## config.mk

```make
export PLATFORM = sky130hd
export DESIGN_NAME = fb_write_scheduler
export DESIGN_NICKNAME = d
export VERILOG_FILES = /design/src/rtl/fb_pkg.sv /design/src/rtl/rr_arbiter.sv /design/src/rtl/fb_write_scheduler.sv
export SDC_FILE = /design/constraint.sdc
export NUM_CORES = 1
export LEC_CHECK = 0
export CORE_MARGIN = 3
export CORE_UTILIZATION = 48
export CTS_CLUSTER_DIAMETER = 50
export CTS_CLUSTER_SIZE = 40
export DETAILED_ROUTE_END_ITERATION = 8
export GPL_TIMING_DRIVEN = 0
export PLACE_DENSITY = 0.85
export SLEW_MARGIN = 20
export SYNTH_ARGS = -nofsm -noshare
export SYNTH_HDL_FRONTEND = slang
export SYNTH_HIERARCHICAL = 1
export SYNTH_SLANG_ARGS = --single-unit
```

## constraint.sdc

```tcl
create_clock -name clk -period 2.6 [get_ports clk]
set_input_delay 0.26 -clock clk [delete_from_list [all_inputs] [get_ports clk]]
set_output_delay 0.26 -clock clk [all_outputs]
set_load 0.1 [all_outputs]
```

## src/rtl/fb_pkg.sv

```systemverilog
// Shared screen geometry, coordinate widths and scheduler types for the
// framebuffer write scheduler.
package fb_pkg;

  localparam int unsigned SCREEN_W = 640;
  localparam int unsigned SCREEN_H = 480;
  localparam int unsigned X_W      = 10;
  localparam int unsigned Y_W      = 9;

  typedef enum logic [1:0] {
    IDLE       = 2'd0,
    CLEAR_WAIT = 2'd1,
    CLEAR      = 2'd2
  } sched_state_t;

  typedef struct packed {
    logic [X_W-1:0] x;
    logic [Y_W-1:0] y;
    logic           color;
  } fb_pixel_t;

endpackage

```

## src/rtl/rr_arbiter.sv

```systemverilog
// Round-robin arbiter: combinational one-hot grant searched upward from a
// registered pointer, which moves past the granted index on advance.
module rr_arbiter #(
  parameter int unsigned N = 2
) (
  input  logic                 clk_i,
  input  logic                 rst_ni,
  input  logic [N-1:0]         req_i,
  input  logic                 advance_i,
  input  logic [$clog2(N)-1:0] adv_idx_i,
  output logic [N-1:0]         gnt_c_o,
  output logic [$clog2(N)-1:0] gnt_idx_c_o
);

  localparam int unsigned IDX_W = $clog2(N);

  logic [IDX_W-1:0] ptr_q, ptr_d;
  logic [IDX_W-1:0] cand_c;
  logic             found_c;

  // First requester at or after the pointer, with wrap-around
  always_comb begin
    gnt_c_o     = '0;
    gnt_idx_c_o = '0;
    found_c     = 1'b0;
    cand_c      = '0;
    for (int unsigned k = 0; k < N; k++) begin
      cand_c = IDX_W'((32'(ptr_q) + k) % N);
      if (!found_c && req_i[cand_c]) begin
        found_c         = 1'b1;
        gnt_c_o[cand_c] = 1'b1;
        gnt_idx_c_o     = cand_c;
      end
    end
  end

  always_comb begin
    ptr_d = ptr_q;
    if (advance_i) begin
      ptr_d = (32'(adv_idx_i) == N - 1) ? '0 : IDX_W'(adv_idx_i + 1'b1);
    end
  end

  always_ff @(posedge clk_i or negedge rst_ni) begin
    if (!rst_ni) ptr_q <= '0;
    else         ptr_q <= ptr_d;
  end

endmodule

```

## src/rtl/fb_write_scheduler.sv

```systemverilog
// Shares the framebuffer write port among NUM_REQ drawing engines and runs a
// frame-aligned full-screen clear that pre-empts all requesters.
module fb_write_scheduler
  import fb_pkg::*;
#(
  parameter int unsigned NUM_REQ = 2,
  parameter int unsigned WIDTH   = SCREEN_W,
  parameter int unsigned HEIGHT  = SCREEN_H
) (
  input  logic                       clk,
  input  logic                       reset,
  input  logic                       frame_start,
  input  logic                       clear_req,
  input  logic [NUM_REQ-1:0]         req_valid,
  input  logic [NUM_REQ*X_W-1:0]     req_x,
  input  logic [NUM_REQ*Y_W-1:0]     req_y,
  input  logic [NUM_REQ-1:0]         req_color,
  output logic [NUM_REQ-1:0]         req_ready,
  output logic [X_W-1:0]             fb_x,
  output logic [Y_W-1:0]             fb_y,
  output logic                       fb_pixel_color,
  output logic                       fb_pixel_write,
  output logic                       clear_busy,
  output logic [$clog2(NUM_REQ)-1:0] grant_id
);

  localparam int unsigned    IDX_W  = $clog2(NUM_REQ);
  localparam logic [X_W-1:0] X_LAST = X_W'(WIDTH - 1);
  localparam logic [Y_W-1:0] Y_LAST = Y_W'(HEIGHT - 1);

  sched_state_t     state_q, state_d;
  fb_pixel_t        fb_q, fb_d, sel_c;
  logic             write_q, write_d;
  logic             busy_q, busy_d;
  logic [IDX_W-1:0] gid_q, gid_d;
  logic [X_W-1:0]   cx_q, cx_d;
  logic [Y_W-1:0]   cy_q, cy_d;

  logic [NUM_REQ-1:0] arb_req_c, gnt_c;
  logic [IDX_W-1:0]   gnt_idx_c;
  logic               xfer_c, in_range_c, last_px_c;

  // Requesters only compete while idle; ready is forced low during reset
  assign arb_req_c = (state_q == IDLE) ? req_valid : '0;
  assign req_ready = gnt_c & {NUM_REQ{reset}};
  assign xfer_c    = |req_ready;

  rr_arbiter #(.N(NUM_REQ)) u_arb (
    .clk_i      (clk),
    .rst_ni     (reset),
    .req_i      (arb_req_c),
    .advance_i  (xfer_c),
    .adv_idx_i  (gnt_idx_c),
    .gnt_c_o    (gnt_c),
    .gnt_idx_c_o(gnt_idx_c)
  );

  always_comb begin
    sel_c       = '0;
    sel_c.x     = req_x[X_W*32'(gnt_idx_c) +: X_W];
    sel_c.y     = req_y[Y_W*32'(gnt_idx_c) +: Y_W];
    sel_c.color = req_color[gnt_idx_c];
  end

  assign in_range_c = (32'(sel_c.x) < WIDTH) && (32'(sel_c.y) < HEIGHT);
  // While clearing, fb_q holds the pixel being written this cycle
  assign last_px_c  = (fb_q.x == X_LAST) && (fb_q.y == Y_LAST);

  always_ff @(posedge clk or negedge reset) begin
    if (!reset) state_q <= IDLE;
    else        state_q <= state_d;
  end

  always_comb begin
    state_d = state_q;
    case (state_q)
      IDLE:       if (clear_req)   state_d = CLEAR_WAIT;
      CLEAR_WAIT: if (frame_start) state_d = CLEAR;
      CLEAR:      if (last_px_c)   state_d = IDLE;
      default:                     state_d = IDLE;
    endcase
  end

  always_comb begin
    fb_d    = fb_q;
    write_d = 1'b0;
    busy_d  = (state_d != IDLE);
    gid_d   = gid_q;
    cx_d    = cx_q;
    cy_d    = cy_q;
    if (state_d == CLEAR) begin
      fb_d    = '{x: cx_q, y: cy_q, color: 1'b0};
      write_d = 1'b1;
      if (cx_q == X_LAST) begin
        cx_d = '0;
        cy_d = (cy_q == Y_LAST) ? '0 : cy_q + 1'b1;
      end else begin
        cx_d = cx_q + 1'b1;
      end
    end else if (xfer_c) begin
      gid_d = gnt_idx_c;
      if (in_range_c) begin
        fb_d    = sel_c;
        write_d = 1'b1;
      end
    end
  end

  always_ff @(posedge clk or negedge reset) begin
    if (!reset) begin
      fb_q    <= '0;
      write_q <= 1'b0;
      busy_q  <= 1'b0;
      gid_q   <= '0;
      cx_q    <= '0;
      cy_q    <= '0;
    end else begin
      fb_q    <= fb_d;
      write_q <= write_d;
      busy_q  <= busy_d;
      gid_q   <= gid_d;
      cx_q    <= cx_d;
      cy_q    <= cy_d;
    end
  end

  assign fb_x           = fb_q.x;
  assign fb_y           = fb_q.y;
  assign fb_pixel_color = fb_q.color;
  assign fb_pixel_write = write_q;
  assign clear_busy     = busy_q;
  assign grant_id       = gid_q;

endmodule
```

Figure 1. Clock wiring as the flow saved it.
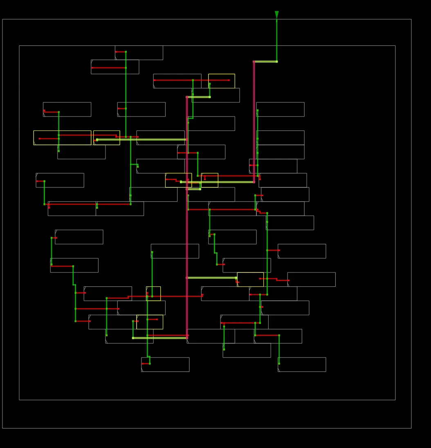
power attributed to the clock group: 532 uW
Clock buffer cells: 5
clock insertion delay at the later pin of the skew report: 0.31 ns
clock buffer count from CTS: 5
Max Clock Skew: 0.00761 ns

Figure 2. Placement density heat map.
Drawn at 4 px/um. The die is cut into 8 by 8 equal tiles; dark purple is low, yellow is high, 0 to 100% covered.
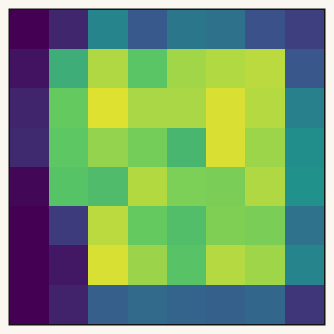
emptiest ninth of the die: bottom left
mean over tiles: 55%
densest ninth of the die: middle

Figure 3. Selected gate families.
Drawn at 6 px/um.
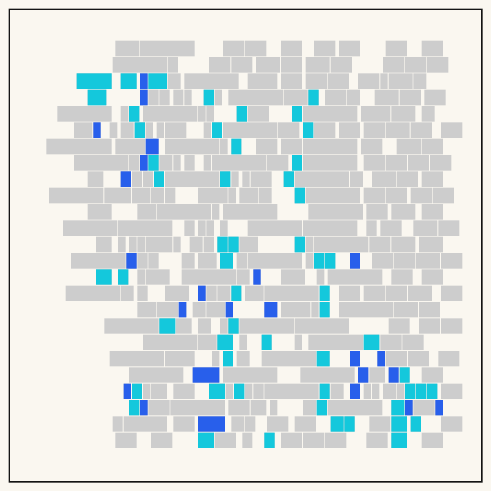
| colour | family | cells |
|---|---|---|
| blue | nor cells | 24 |
| cyan | aoi and oai cells | 55 |

==> layout make-up <==
class                      instances  area [um2]  area share, %
buffer                            13        71.3           2.07
clock buffer                       5        68.8           2.00
clock inverter                     3        46.3           1.34
inverter                           7        26.3          0.762
multi-input combinational        196        1310           38.0
sequential                        45        1130           32.7
tap                               67        83.8           2.43
timing repair buffer              72         716           20.8
==> per-layer routing <==
layer	part of all wire (%)	wire length (um)	vias to the layer above	GRT usage (%)
met5	0	0	-	0
li1	-	-	1109	-
met2	48	3040	95	35.1
met3	7.0	445	7	5.28
met1	44	2810	1081	28.4
met4	1.1	69	0	6.12
==> state kept, by name (all words and copies together) (netlist names) <==
register	count
cx_q	10
fb_x	10
cy_q	9
fb_y	9
state_q	2
clear_busy	1
fb_pixel_color	1
fb_pixel_write	1
grant_id	1
u_arb/ptr_q	1
==> run summary <==
Main metrics from the flow reports.

The number of setup buffers added after CTS is 0. The area of the mapped netlist came out at 0.00252 mm2. The diode insertion count for antenna repair is 0. The smallest hold slack came out at 0.424 ns.

The number of hold buffers added after CTS came out at 1. The capture point of the worst register-to-register path is recorded as fb_y[5]$_DFFE_PN0P_. The combinational fraction of design power came out at 60.7%.

The most common cell in the netlist is dfrtp_1. Per the cell usage report, the commonest logic cell in the layout is clkdlybuf4s50_1. The share of synthesized cell area in and, or, nand and nor gates is 17.7%. The gate-level netlist out of Yosys references 44 unique cell types. The post-placement setup slack came out at -0.357 ns.

Synthesis handed over a netlist of 262 instances. The layout cell share with drive strength beyond 1 is 13.2%. The run reported a max-capacitance violation count of 0. The initial detailed-routing violation count came out at 177. The biggest area contributor in the post-synthesis netlist is dfrtp_1. Among all flip-flop cells after synthesis, the most frequent one is dfrtp_1.

The standard cell area after detailed placement came out at 0.00332 mm2. The arrival time at the worst endpoint came out at 2.52 ns. Per the slew report, the remaining headroom to the max-slew limit stands at 33.7%. The share of the core filled with cells is 70.2%. The area of the core region came out at 0.00491 mm2.

The sequential share of the synthesized area came out at 44.6%. The maximum number of pins on one net before global-route repair came out at 29. The global-route wire length before repair is 10.5 mm.

The total number of placement rows came out at 25. After filler insertion, the fill cell instance count of the layout stands at 359. The maximum frequency from static timing analysis came out at 0.427 GHz.

The synthesized area divided by synthesized cell count is 9.63 um2. The number of instances in the placed design is 400. The register bit total from synthesis came out at 45. For the worst reg-to-reg path, the startpoint reported by OpenROAD is state_q[1]$_DFF_PN0_. The total internal power is 1920 uW.

The tool warning count is 26. The power after layout came out at 4260 uW. TritonRoute output was used to compute an average wire per cell of 15.6 um.

The count of library flops with an enable pin is 0. The fraction of power consumed by the clock network came out at 12.5%. Grouping non-sequential cells by family puts the most area in simple AND/OR/NAND/NOR gates. After detailed routing, the total wire length is 6.36 mm.

The leakage power total is 0.00141 uW. For this run, asynchronously set or reset flops after synthesis account for 100%. The worst stage delay on the critical path came out at 0.45 ns. The power group with the highest consumption is combinational cells.

The adder-cell share of the synthesized area came out at 0.992%. The net count after synthesis is 310. The aggregate global-route resource usage is 21.5%. The type recorded for the worst min-delay path is input port to asynchronous set/reset pin. IR analysis of the VDD net gives a maximum drop of 710 uV. The initial core utilization came out at 51.4%. The chip occupies 0.00616 mm2. The maximum fanout along the worst path is 10. The multiplexer share of the synthesized area came out at 16.4%. The floorplan step set the die height to 78.5 um.

The clock root buffer is clkbuf_8. The number of global-route vias before repair was 2172. The fraction of synthesized cell area in xor and xnor cells came out at 2.08%.

The TritonCTS sink count came out at 45. The slowest stage of the critical path belongs to the cell dfrtp_1. The setup violation total in the final timing report came out at 0. The final design instance area without fill is 0.00345 mm2. For this run, the detailed router reports a per-instance via density of 5.62. The count of antenna-violating nets left after detailed routing came out at 0. The post-layout net count is 388. The share of total power in sequential cells came out at 26.8%. The total congestion overflow after global routing is 0. The worst-case register-to-register setup slack came out at 0.26 ns. The CTS tree is done. The layout-stage area growth over the synthesis result came out at 36.6%. For reference, the critical path cell chain is nor3b_2 -> a21boi_1 -> buf_4 -> buf_1 -> mux2_2 -> mux2i_1 -> o21ai_1.

The synthesis area per yosys came out at 0.00252 mm2. The number of vias in the routed layout came out at 2292. The fraction of post-synthesis cell area in the top cell type by area came out at 44.6%. The remaining design rule violation count is 0. The flow ran to the end, and the final reports show no timing, DRC or antenna violations. Sequential cells consume a total of 1140 uW.

The kind of end point of the critical path is a register. The setup path with the least slack is of type register to register. The count of port buffers added during placement is 70. OpenSTA lists the critical path endpoint as fb_y[5]$_DFFE_PN0P_.

The total net switching power came out at 2340 uW. STA classifies the critical path startpoint as a register. The count of endpoints failing hold in the final timing report came out at 0. The final-report max-slew violation count is 0. The complex-gate fraction of the synthesized area is 14.1%.

The critical path buffer and inverter count is 2. The floorplan step set the die width to 78.5 um. After its last routability iteration, the placer logged a weighted congestion of 0.817. By area the synthesized netlist is led by dfrtp_1 (45%), mux2i_1 (7.9%), mux2_2 (7.1%), nand2_1 (4.3%), o21ai_1 (4.0%). The number of detailed-routing iterations run before antenna repair is 4.

After clock tree synthesis, the repair step resized 6 gates. The synthesis run shows the most used standard cells to be dfrtp_1 (45), nand2_1 (29), mux2i_1 (20), o21ai_1 (20), mux2_2 (16). The number of warning messages in the yosys log is 6. The library cells used most frequently in the layout, excluding fill and tap cells, are clkdlybuf4s50_1 (67), dfrtp_1 (45), nand2_1 (29), o21ai_1 (21), mux2i_1 (19). The clock transition time at the flip-flop clock pins of the worst setup and hold paths is 0.09 ns.

The combinational power reported by the tool is 2590 uW. The slew at the pin closest to its max-slew limit is 0.992 ns. CTS built an H-tree with a depth of 2. The boundary pin count is 71. The post-synthesis cell count from yosys is 262. OpenSTA lists the critical path startpoint as state_q[1]$_DFF_PN0_.
Power figures rest on the tool's default switching activity, not on a simulated workload.
